--- src/rtl/lc3_isdu_pkg.sv ---
// Shared types and encodings for the LC-3 instruction sequencer/decoder.
// The PAUSE states exist only when ISDU_PAUSE_EN is defined.
package isdu_pkg;

  typedef enum logic [4:0] {
    S_HALTED = 5'd0,
    S_18     = 5'd1,
    S_33     = 5'd2,
    S_35     = 5'd3,
    S_32     = 5'd4,
    S_01     = 5'd5,
    S_05     = 5'd6,
    S_09     = 5'd7,
    S_00     = 5'd8,
    S_22     = 5'd9,
    S_12     = 5'd10,
    S_04     = 5'd11,
    S_06     = 5'd12,
    S_07     = 5'd13,
    S_25     = 5'd14,
    S_27     = 5'd15,
    S_23     = 5'd16,
    S_16     = 5'd17
`ifdef ISDU_PAUSE_EN
    , S_PAUSE1 = 5'd18,
    S_PAUSE2 = 5'd19
`endif
  } state_t;

  localparam logic [3:0] OP_BR    = 4'b0000;
  localparam logic [3:0] OP_ADD   = 4'b0001;
  localparam logic [3:0] OP_JSR   = 4'b0100;
  localparam logic [3:0] OP_AND   = 4'b0101;
  localparam logic [3:0] OP_LDR   = 4'b0110;
  localparam logic [3:0] OP_STR   = 4'b0111;
  localparam logic [3:0] OP_NOT   = 4'b1001;
  localparam logic [3:0] OP_JMP   = 4'b1100;
  localparam logic [3:0] OP_PAUSE = 4'b1101;

  localparam logic [1:0] PCMUX_PC1  = 2'b00;
  localparam logic [1:0] PCMUX_ADDR = 2'b01;
  localparam logic [1:0] PCMUX_BUS  = 2'b10;

  localparam logic [1:0] ADDR2_OFF11 = 2'b00;
  localparam logic [1:0] ADDR2_OFF9  = 2'b01;
  localparam logic [1:0] ADDR2_OFF6  = 2'b10;
  localparam logic [1:0] ADDR2_ZERO  = 2'b11;

  localparam logic [1:0] ALUK_ADD  = 2'b00;
  localparam logic [1:0] ALUK_AND  = 2'b01;
  localparam logic [1:0] ALUK_NOT  = 2'b10;
  localparam logic [1:0] ALUK_PASS = 2'b11;

  // States that hold a memory enable for MEM_WAIT cycles.
  function automatic logic is_mem_wait(input state_t s);
    return (s == S_33) || (s == S_25) || (s == S_16);
  endfunction

endpackage

--- src/rtl/lc3_isdu_if.sv ---
// Control/feedback bundle between the LC-3 sequencer (master) and datapath (slave).
interface lc3_isdu_if;
  logic [3:0] Opcode;
  logic       IR_5;
  logic       IR_11;
  logic       BEN;

  logic       GateMDR, GateALU, GatePC, GateMARMUX;
  logic       LD_MAR, LD_MDR, LD_IR, LD_PC, LD_CC, LD_BEN, LD_REG, LD_LED;
  logic [1:0] PCMUX;
  logic [1:0] ADDR2MUX;
  logic [1:0] ALUK;
  logic       DRMUX, SR1MUX, SR2MUX, ADDR1MUX;
  logic       MIO_EN, Mem_OE, Mem_WE;

  modport master (
    input  Opcode, IR_5, IR_11, BEN,
    output GateMDR, GateALU, GatePC, GateMARMUX,
    output LD_MAR, LD_MDR, LD_IR, LD_PC, LD_CC, LD_BEN, LD_REG, LD_LED,
    output PCMUX, ADDR2MUX, ALUK, DRMUX, SR1MUX, SR2MUX, ADDR1MUX,
    output MIO_EN, Mem_OE, Mem_WE
  );

  modport slave (
    output Opcode, IR_5, IR_11, BEN,
    input  GateMDR, GateALU, GatePC, GateMARMUX,
    input  LD_MAR, LD_MDR, LD_IR, LD_PC, LD_CC, LD_BEN, LD_REG, LD_LED,
    input  PCMUX, ADDR2MUX, ALUK, DRMUX, SR1MUX, SR2MUX, ADDR1MUX,
    input  MIO_EN, Mem_OE, Mem_WE
  );
endinterface

--- src/rtl/lc3_isdu_wait_ctr.sv ---
// Memory wait counter: 3-bit, clear has priority, saturates at MEM_WAIT-1 via done.
module isdu_wait_ctr #(
  parameter int MEM_WAIT = 2
) (
  input  logic Clk,
  input  logic Reset_al,
  input  logic clr,
  input  logic en,
  output logic done
);

  localparam logic [2:0] LAST = 3'(MEM_WAIT - 1);

  logic [2:0] count_r;

  // Count cycles spent in a memory wait state.
  always_ff @(posedge Clk or negedge Reset_al) begin
    if (!Reset_al) begin
      count_r <= 3'd0;
    end else if (clr) begin
      count_r <= 3'd0;
    end else if (en) begin
      count_r <= count_r + 3'd1;
    end else begin
      count_r <= count_r;
    end
  end

  assign done = (count_r == LAST);

endmodule

--- src/rtl/lc3_isdu.sv ---
// LC-3 instruction sequencer/decoder: fetch/decode/execute FSM with Moore control outputs.
// Optional PAUSE instruction (opcode 1101) enabled by defining ISDU_PAUSE_EN.
module lc3_isdu
  import isdu_pkg::*;
#(
  parameter int MEM_WAIT = 2
) (
  input  logic       Clk,
  input  logic       Reset_al,
  input  logic       Run,
  input  logic       Continue,
  lc3_isdu_if.master dp
);

  state_t state_r;
  state_t next_s;
  logic   in_wait_s;
  logic   done_s;
  logic   ctr_clr_s;
  logic   ctr_en_s;

  assign in_wait_s = is_mem_wait(state_r);
  assign ctr_clr_s = ~in_wait_s | done_s;
  assign ctr_en_s  = in_wait_s & ~done_s;

  isdu_wait_ctr #(.MEM_WAIT(MEM_WAIT)) u_wait_ctr (
    .Clk      (Clk),
    .Reset_al (Reset_al),
    .clr      (ctr_clr_s),
    .en       (ctr_en_s),
    .done     (done_s)
  );

  // State register.
  always_ff @(posedge Clk or negedge Reset_al) begin
    if (!Reset_al) begin
      state_r <= S_HALTED;
    end else begin
      state_r <= next_s;
    end
  end

  // Next-state logic.
  always_comb begin
    next_s = state_r;
    case (state_r)
      S_HALTED: begin
        if (Run) next_s = S_18;
        else     next_s = S_HALTED;
      end
      S_18: next_s = S_33;
      S_33: begin
        if (done_s) next_s = S_35;
        else        next_s = S_33;
      end
      S_35: next_s = S_32;
      S_32: begin
        case (dp.Opcode)
          OP_ADD:   next_s = S_01;
          OP_AND:   next_s = S_05;
          OP_NOT:   next_s = S_09;
          OP_BR:    next_s = S_00;
          OP_JMP:   next_s = S_12;
          OP_JSR:   next_s = S_04;
          OP_LDR:   next_s = S_06;
          OP_STR:   next_s = S_07;
`ifdef ISDU_PAUSE_EN
          OP_PAUSE: next_s = S_PAUSE1;
`endif
          default:  next_s = S_18;
        endcase
      end
      S_01, S_05, S_09: next_s = S_18;
      S_00: begin
        if (dp.BEN) next_s = S_22;
        else        next_s = S_18;
      end
      S_22, S_12, S_04: next_s = S_18;
      S_06: next_s = S_25;
      S_07: next_s = S_23;
      S_25: begin
        if (done_s) next_s = S_27;
        else        next_s = S_25;
      end
      S_27: next_s = S_18;
      S_23: next_s = S_16;
      S_16: begin
        if (done_s) next_s = S_18;
        else        next_s = S_16;
      end
`ifdef ISDU_PAUSE_EN
      S_PAUSE1: begin
        if (Continue) next_s = S_PAUSE2;
        else          next_s = S_PAUSE1;
      end
      S_PAUSE2: begin
        if (Continue) next_s = S_PAUSE2;
        else          next_s = S_18;
      end
`endif
      default: next_s = S_HALTED;
    endcase
  end

  // Moore control decode; everything not named for a state stays 0.
  always_comb begin
    dp.GateMDR    = 1'b0;
    dp.GateALU    = 1'b0;
    dp.GatePC     = 1'b0;
    dp.GateMARMUX = 1'b0;
    dp.LD_MAR     = 1'b0;
    dp.LD_MDR     = 1'b0;
    dp.LD_IR      = 1'b0;
    dp.LD_PC      = 1'b0;
    dp.LD_CC      = 1'b0;
    dp.LD_BEN     = 1'b0;
    dp.LD_REG     = 1'b0;
    dp.PCMUX      = PCMUX_PC1;
    dp.ADDR2MUX   = ADDR2_OFF11;
    dp.ALUK       = ALUK_ADD;
    dp.DRMUX      = 1'b0;
    dp.SR1MUX     = 1'b0;
    dp.SR2MUX     = 1'b0;
    dp.ADDR1MUX   = 1'b0;
    dp.MIO_EN     = 1'b0;
    dp.Mem_OE     = 1'b0;
    dp.Mem_WE     = 1'b0;
    case (state_r)
      S_18: begin
        dp.GatePC = 1'b1;
        dp.LD_MAR = 1'b1;
        dp.PCMUX  = PCMUX_PC1;
        dp.LD_PC  = 1'b1;
      end
      S_33, S_25: begin
        dp.Mem_OE = 1'b1;
        dp.MIO_EN = 1'b1;
        dp.LD_MDR = done_s;
      end
      S_35: begin
        dp.GateMDR = 1'b1;
        dp.LD_IR   = 1'b1;
      end
      S_32: dp.LD_BEN = 1'b1;
      S_01, S_05, S_09: begin
        dp.SR1MUX  = 1'b1;
        dp.SR2MUX  = ~dp.IR_5;
        dp.GateALU = 1'b1;
        dp.LD_REG  = 1'b1;
        dp.LD_CC   = 1'b1;
        if (state_r == S_05)      dp.ALUK = ALUK_AND;
        else if (state_r == S_09) dp.ALUK = ALUK_NOT;
        else                      dp.ALUK = ALUK_ADD;
      end
      S_22: begin
        dp.ADDR2MUX = ADDR2_OFF9;
        dp.PCMUX    = PCMUX_ADDR;
        dp.LD_PC    = 1'b1;
      end
      S_12: begin
        dp.SR1MUX   = 1'b1;
        dp.ADDR1MUX = 1'b1;
        dp.ADDR2MUX = ADDR2_ZERO;
        dp.PCMUX    = PCMUX_ADDR;
        dp.LD_PC    = 1'b1;
      end
      S_04: begin
        // R7 and PC load on the same edge, so JSRR R7 targets the old R7.
        dp.GatePC = 1'b1;
        dp.DRMUX  = 1'b1;
        dp.LD_REG = 1'b1;
        dp.PCMUX  = PCMUX_ADDR;
        dp.LD_PC  = 1'b1;
        dp.SR1MUX = 1'b1;
        if (dp.IR_11) begin
          dp.ADDR1MUX = 1'b0;
          dp.ADDR2MUX = ADDR2_OFF11;
        end else begin
          dp.ADDR1MUX = 1'b1;
          dp.ADDR2MUX = ADDR2_ZERO;
        end
      end
      S_06, S_07: begin
        dp.SR1MUX     = 1'b1;
        dp.ADDR1MUX   = 1'b1;
        dp.ADDR2MUX   = ADDR2_OFF6;
        dp.GateMARMUX = 1'b1;
        dp.LD_MAR     = 1'b1;
      end
      S_27: begin
        dp.GateMDR = 1'b1;
        dp.LD_REG  = 1'b1;
        dp.LD_CC   = 1'b1;
      end
      S_23: begin
        dp.ALUK    = ALUK_PASS;
        dp.GateALU = 1'b1;
        dp.LD_MDR  = 1'b1;
      end
      S_16: dp.Mem_WE = 1'b1;
      default: dp.LD_BEN = 1'b0;
    endcase
  end

`ifdef ISDU_PAUSE_EN
  logic led_shown_r;

  // Remembers that the LED load already fired in this PAUSE1 visit.
  always_ff @(posedge Clk or negedge Reset_al) begin
    if (!Reset_al) begin
      led_shown_r <= 1'b0;
    end else if (state_r == S_PAUSE1) begin
      led_shown_r <= 1'b1;
    end else begin
      led_shown_r <= 1'b0;
    end
  end

  assign dp.LD_LED = (state_r == S_PAUSE1) & ~led_shown_r;
`else
  logic unused_s;
  assign unused_s  = Continue;
  assign dp.LD_LED = 1'b0;
`endif

endmodule
--- src/flat_wrapper.sv ---
// flat-port wrapper written by rule: the top's interface ports become plain ports
module lc3_isdu_flat import isdu_pkg::*;
#(
  parameter int MEM_WAIT = 2
)
  (Clk, Reset_al, Run, Continue, dp_Opcode, dp_IR_5, dp_IR_11, dp_BEN, dp_GateMDR, dp_GateALU, dp_GatePC, dp_GateMARMUX, dp_LD_MAR, dp_LD_MDR, dp_LD_IR, dp_LD_PC, dp_LD_CC, dp_LD_BEN, dp_LD_REG, dp_LD_LED, dp_PCMUX, dp_ADDR2MUX, dp_ALUK, dp_DRMUX, dp_SR1MUX, dp_SR2MUX, dp_ADDR1MUX, dp_MIO_EN, dp_Mem_OE, dp_Mem_WE);
  lc3_isdu_if dp_i ();
  input  logic Clk;
  input  logic Reset_al;
  input  logic Run;
  input  logic Continue;
  input wire logic [$bits(dp_i.Opcode)-1:0] dp_Opcode;
  input wire logic [$bits(dp_i.IR_5)-1:0] dp_IR_5;
  input wire logic [$bits(dp_i.IR_11)-1:0] dp_IR_11;
  input wire logic [$bits(dp_i.BEN)-1:0] dp_BEN;
  output wire logic [$bits(dp_i.GateMDR)-1:0] dp_GateMDR;
  output wire logic [$bits(dp_i.GateALU)-1:0] dp_GateALU;
  output wire logic [$bits(dp_i.GatePC)-1:0] dp_GatePC;
  output wire logic [$bits(dp_i.GateMARMUX)-1:0] dp_GateMARMUX;
  output wire logic [$bits(dp_i.LD_MAR)-1:0] dp_LD_MAR;
  output wire logic [$bits(dp_i.LD_MDR)-1:0] dp_LD_MDR;
  output wire logic [$bits(dp_i.LD_IR)-1:0] dp_LD_IR;
  output wire logic [$bits(dp_i.LD_PC)-1:0] dp_LD_PC;
  output wire logic [$bits(dp_i.LD_CC)-1:0] dp_LD_CC;
  output wire logic [$bits(dp_i.LD_BEN)-1:0] dp_LD_BEN;
  output wire logic [$bits(dp_i.LD_REG)-1:0] dp_LD_REG;
  output wire logic [$bits(dp_i.LD_LED)-1:0] dp_LD_LED;
  output wire logic [$bits(dp_i.PCMUX)-1:0] dp_PCMUX;
  output wire logic [$bits(dp_i.ADDR2MUX)-1:0] dp_ADDR2MUX;
  output wire logic [$bits(dp_i.ALUK)-1:0] dp_ALUK;
  output wire logic [$bits(dp_i.DRMUX)-1:0] dp_DRMUX;
  output wire logic [$bits(dp_i.SR1MUX)-1:0] dp_SR1MUX;
  output wire logic [$bits(dp_i.SR2MUX)-1:0] dp_SR2MUX;
  output wire logic [$bits(dp_i.ADDR1MUX)-1:0] dp_ADDR1MUX;
  output wire logic [$bits(dp_i.MIO_EN)-1:0] dp_MIO_EN;
  output wire logic [$bits(dp_i.Mem_OE)-1:0] dp_Mem_OE;
  output wire logic [$bits(dp_i.Mem_WE)-1:0] dp_Mem_WE;
  assign dp_i.Opcode = dp_Opcode;
  assign dp_i.IR_5 = dp_IR_5;
  assign dp_i.IR_11 = dp_IR_11;
  assign dp_i.BEN = dp_BEN;
  assign dp_GateMDR = dp_i.GateMDR;
  assign dp_GateALU = dp_i.GateALU;
  assign dp_GatePC = dp_i.GatePC;
  assign dp_GateMARMUX = dp_i.GateMARMUX;
  assign dp_LD_MAR = dp_i.LD_MAR;
  assign dp_LD_MDR = dp_i.LD_MDR;
  assign dp_LD_IR = dp_i.LD_IR;
  assign dp_LD_PC = dp_i.LD_PC;
  assign dp_LD_CC = dp_i.LD_CC;
  assign dp_LD_BEN = dp_i.LD_BEN;
  assign dp_LD_REG = dp_i.LD_REG;
  assign dp_LD_LED = dp_i.LD_LED;
  assign dp_PCMUX = dp_i.PCMUX;
  assign dp_ADDR2MUX = dp_i.ADDR2MUX;
  assign dp_ALUK = dp_i.ALUK;
  assign dp_DRMUX = dp_i.DRMUX;
  assign dp_SR1MUX = dp_i.SR1MUX;
  assign dp_SR2MUX = dp_i.SR2MUX;
  assign dp_ADDR1MUX = dp_i.ADDR1MUX;
  assign dp_MIO_EN = dp_i.MIO_EN;
  assign dp_Mem_OE = dp_i.Mem_OE;
  assign dp_Mem_WE = dp_i.Mem_WE;
  lc3_isdu #(.MEM_WAIT(MEM_WAIT)) u_core (.Clk(Clk), .Reset_al(Reset_al), .Run(Run), .Continue(Continue), .dp(dp_i));
endmodule
--- config.mk ---
export PLATFORM = sky130hd
export DESIGN_NAME = lc3_isdu_flat
export DESIGN_NICKNAME = d
export VERILOG_FILES = /design/src/rtl/lc3_isdu_pkg.sv /design/src/rtl/lc3_isdu_if.sv /design/src/rtl/lc3_isdu_wait_ctr.sv /design/src/rtl/lc3_isdu.sv /design/src/flat_wrapper.sv
export SDC_FILE = /design/constraint.sdc
export NUM_CORES = 1
export LEC_CHECK = 0
export CORE_MARGIN = 2
export CORE_UTILIZATION = 43
export CTS_CLUSTER_SIZE = 28
export DETAILED_ROUTE_END_ITERATION = 10
export GPL_TIMING_DRIVEN = 0
export HOLD_SLACK_MARGIN = 0.08
export PLACE_DENSITY_LB_ADDON = 0.08
export SLEW_MARGIN = 20
export SYNTH_ARGS = -nofsm -noshare
export SYNTH_HDL_FRONTEND = slang
export SYNTH_SLANG_ARGS = --single-unit
--- constraint.sdc ---
create_clock -name Clk -period 1.8 [get_ports Clk]
set_input_delay 0.36 -clock Clk [delete_from_list [all_inputs] [get_ports Clk]]
set_output_delay 0.36 -clock Clk [all_outputs]
set_load 0.05 [all_outputs]
==> results.py, run 1 <==
# Synthesis and PnR figures
metrics = {
    "logic_synthesis": {
        "avgSynthCellArea_um2": 7.34,
        "yosysUniqueCellTypes": 36,
        "simple_gate_area_share_pct": 31.1,
        "top_logic_kind": "simple AND/OR/NAND/NOR gates",
        "synth_area_um2": 910,
    },
    "timing": {
        "drv_slew": 0,
        "finalCritPeriodShare_pct": 115,
        "rsz0062_at_grt": "true",
        "setup_viol": 19,
        "setup_slack_ns": -0.265,
    },
    "place": {
        "dp_hpwl_um": 1770,
    },
    "clocking": {
        "cts_sinks": 8,
        "numCtsBuffers": 3,
        "cts.path.max_buffers": 2,
    },
    "setup_path": {
        "worst_setup_path_startpoint": "u_core.state_r[1]",
        "worst-endpoint-required_ns": 1.44,
        "cp-start-kind": "flop",
        "cp_num_buf_inv": 3,
        "rr_worst_depth": 7,
        "r2r_start": "u_core.state_r[3]",
        "rrSetupSlack_ns": 0.21,
        "cp-end-kind": "output pin",
    },
    "outcome": {
        "violations": "negative setup slack",
        "status": "finished, violations left",
    },
    "pwr": {
        "p_int_w": 0.00146,
        "top_power_group": "combinational cells",
        "p_seq_share_pct": 9.1,
        "pg_comb_w": 0.00267,
        "pg_clk_w": 0.000134,
    },
    "final_layout": {
        "drive_gt1_share_pct": 59.6,
        "clock_buffers": 3,
        "antenna_cells": 0,
    },
    "route": {
        "ant_nets": 0,
    },
    "die": {
        "taps": 27,
        "die_area_um2": 2500,
        "fp.dieW_um": 50.0,
    },
}
==> run_1/power_grid.png <==
Bar = 10 um. Pins as bars on the die edge. Tap cells in grey.
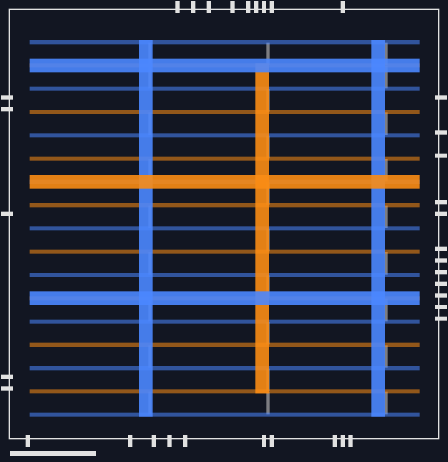
Key: VDD = orange; VSS = blue
17 met1 rails follow the rows. 3 straps on met5. 36 signal pins sit on the boundary. 3 straps on met4. The core has 16 rows.
core area: 1980 um2
Die Y: 50.0 um

==> run_1/placement_by_type.png <==
Bar = 10 um.
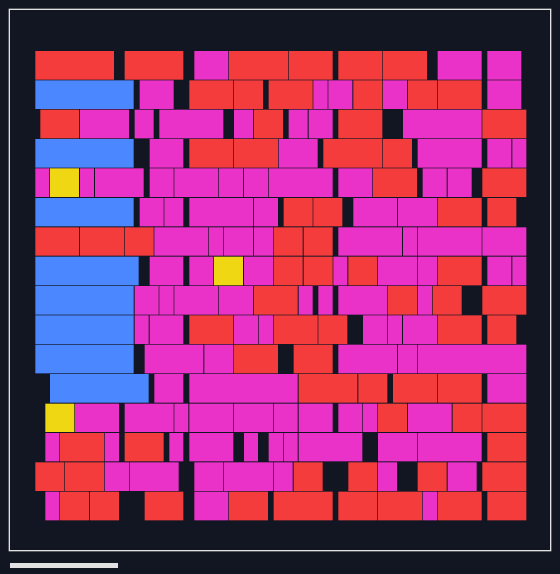
Key: other buffers and delay cells = red [cells 71, share of their area 39%]; clock drivers = yellow [cells 3, share of their area 1.2%]; combinational and other logic = magenta [cells 106, share of their area 49%]; flops = blue [cells 8, share of their area 11%]
sequential fraction of total cell area: 10.8%
FP Rows: 16
Final Util: 94.1%
finished layout cell area: 1870 um2

==> run_1/clk_routes.png <==
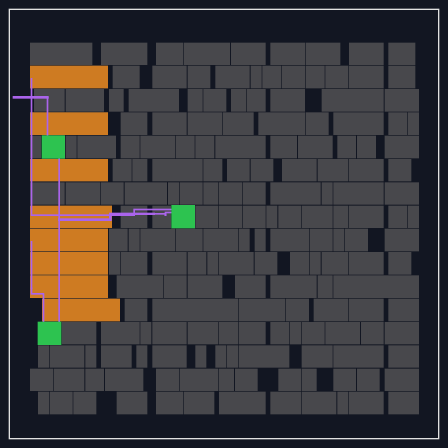
Key: clock drivers = green [count 3]; clock wires = purple [length 97.2 um]; flip-flops = orange [count 8]
There are 4 routed clock nets. Position of the flops: middle left.
Insertion Delay late pin: 0.26 ns
Layout Skew: 0.00757 ns
Clk pwr share: 4.3%

## Run 2: what changed since run 1
- CORE_MARGIN: 2 -> unset
==> run_2/placement.png <==
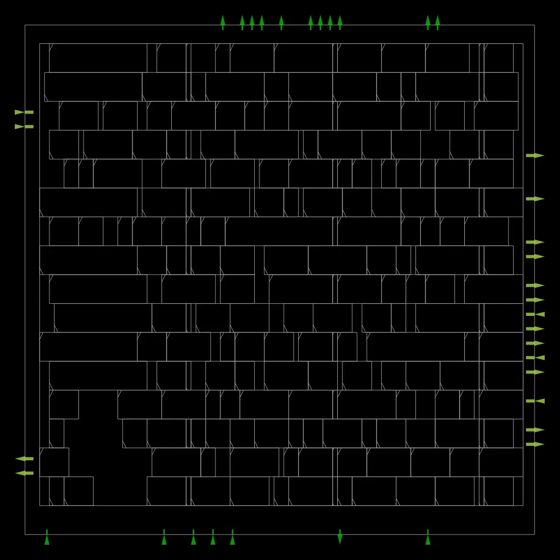
Final Util: 88.7%
post-route insts no fill: 211
sequential fraction of total cell area: 11.4%

==> results.py, run 2 <==
# Synthesis and PnR figures
metrics = {
    "pwr": {
        "seq_power_w": 0.000272,
        "pg_clk_w": 0.000124,
        "p_leak_nw": 0.801,
        "power.density_nw_per_um2": 1570,
        "p_sw_share_pct": 53.1,
        "p_clk_share_pct": 4.5,
        "p_int_w": 0.00130,
        "pg_comb_w": 0.00237,
        "top_power_group": "combinational cells",
        "report.power.total_w": 0.00277,
        "p_seq_share_pct": 9.9,
    },
    "timing": {
        "max_freq_ghz": 0.515,
        "rsz0062_at_grt": "true",
        "fin_skew_ns": 0.00216,
        "setup_slack_ns": -0.143,
        "finalCritPeriodShare_pct": 108,
        "fin_hold_ws_ns": 0.381,
        "setup_viol": 18,
        "drv_slew": 0,
    },
    "logic_synthesis": {
        "synth_area_um2": 910,
        "top_logic_kind": "simple AND/OR/NAND/NOR gates",
        "yosys.area_share.adder_pct": 6.88,
        "edf_count": 0,
        "ys.flop_type": "dfrtp_1",
        "simple_gate_area_share_pct": 31.1,
        "ys_sh_xor_pct": 2.89,
        "yosysUniqueCellTypes": 36,
        "synthesis.instances": 124,
        "yosys_area_um2": 910,
        "synth_seq_share_pct": 22.0,
        "avgSynthCellArea_um2": 7.34,
        "ys_sh_mux_pct": 3.44,
        "yosys_cells": 124,
    },
    "route": {
        "top_layer_used": "met4",
        "ant_nets": 0,
        "avgRoutedWirePerCell_um": 17.8,
    },
    "setup_path": {
        "critPathMaxFanout": 8,
        "rrSetupSlack_ns": 0.16,
        "cp_num_buf_inv": 3,
        "reg2reg_to": "u_core.state_r[0]",
        "worst-endpoint-required_ns": 1.44,
        "r2r_start": "u_core.state_r[2]",
        "path_delay_family": "simple AND/OR/NAND/NOR gates",
        "rr_worst_depth": 7,
        "worst_path_most_repeated_cell": "buf_6",
        "cp-start-kind": "flop",
        "cp-end-kind": "output pin",
        "critPathKind": "flop to output pin",
        "cp_slowest_cell": "dfrtp_1",
        "worst_setup_path_startpoint": "u_core.state_r[1]",
    },
    "final_layout": {
        "logic_area_um2": 811,
        "final-clk-cell-share_pct": 1.28,
        "drive_gt1_share_pct": 56.0,
        "design_area_um2": 1760,
        "nNetsFinal": 202,
        "nonClkBufAreaFrac_pct": 37.4,
        "largest_register_ffs": 5,
        "inverters": 8,
        "antenna_cells": 0,
        "largest_class": "combinational gates",
        "largest-register": "u_core.state_r",
        "clock_buffers": 3,
    },
    "clocking": {
        "numCtsBuffers": 3,
        "ctsHoldBuffers": 0,
        "cts.path.max_buffers": 2,
        "clock_latency_ns": 0.24,
        "post_cts_buffers": 13,
        "cts_sinks": 8,
    },
    "die": {
        "taps": 27,
        "core_um2": 1980,
        "initial_utilization_pct": 45.9,
        "rows": 16,
        "io_pins": 36,
        "die_area_um2": 2300,
        "die-height_um": 48.0,
        "fp.dieW_um": 48.0,
    },
    "outcome": {
        "violations": "negative setup slack",
        "status": "finished, violations left",
    },
    "min_path": {
        "hp-class": "input pin to async pin",
    },
    "place": {
        "dp_hpwl_um": 1790,
        "pre_cts_slack_ns": -0.595,
        "placed_cells": 184,
    },
    "global_routing": {
        "met1_usage_pct": 29.0,
        "grt.busiest_layer": "met2",
        "antenna_found_initial": 0,
        "grt_pass1_wl_um": 3930,
        "overflow": 0,
        "gr-usage-met2_pct": 45.1,
        "grt_max_degree": 11,
    },
}
Power is estimated from default activity; no workload was simulated.
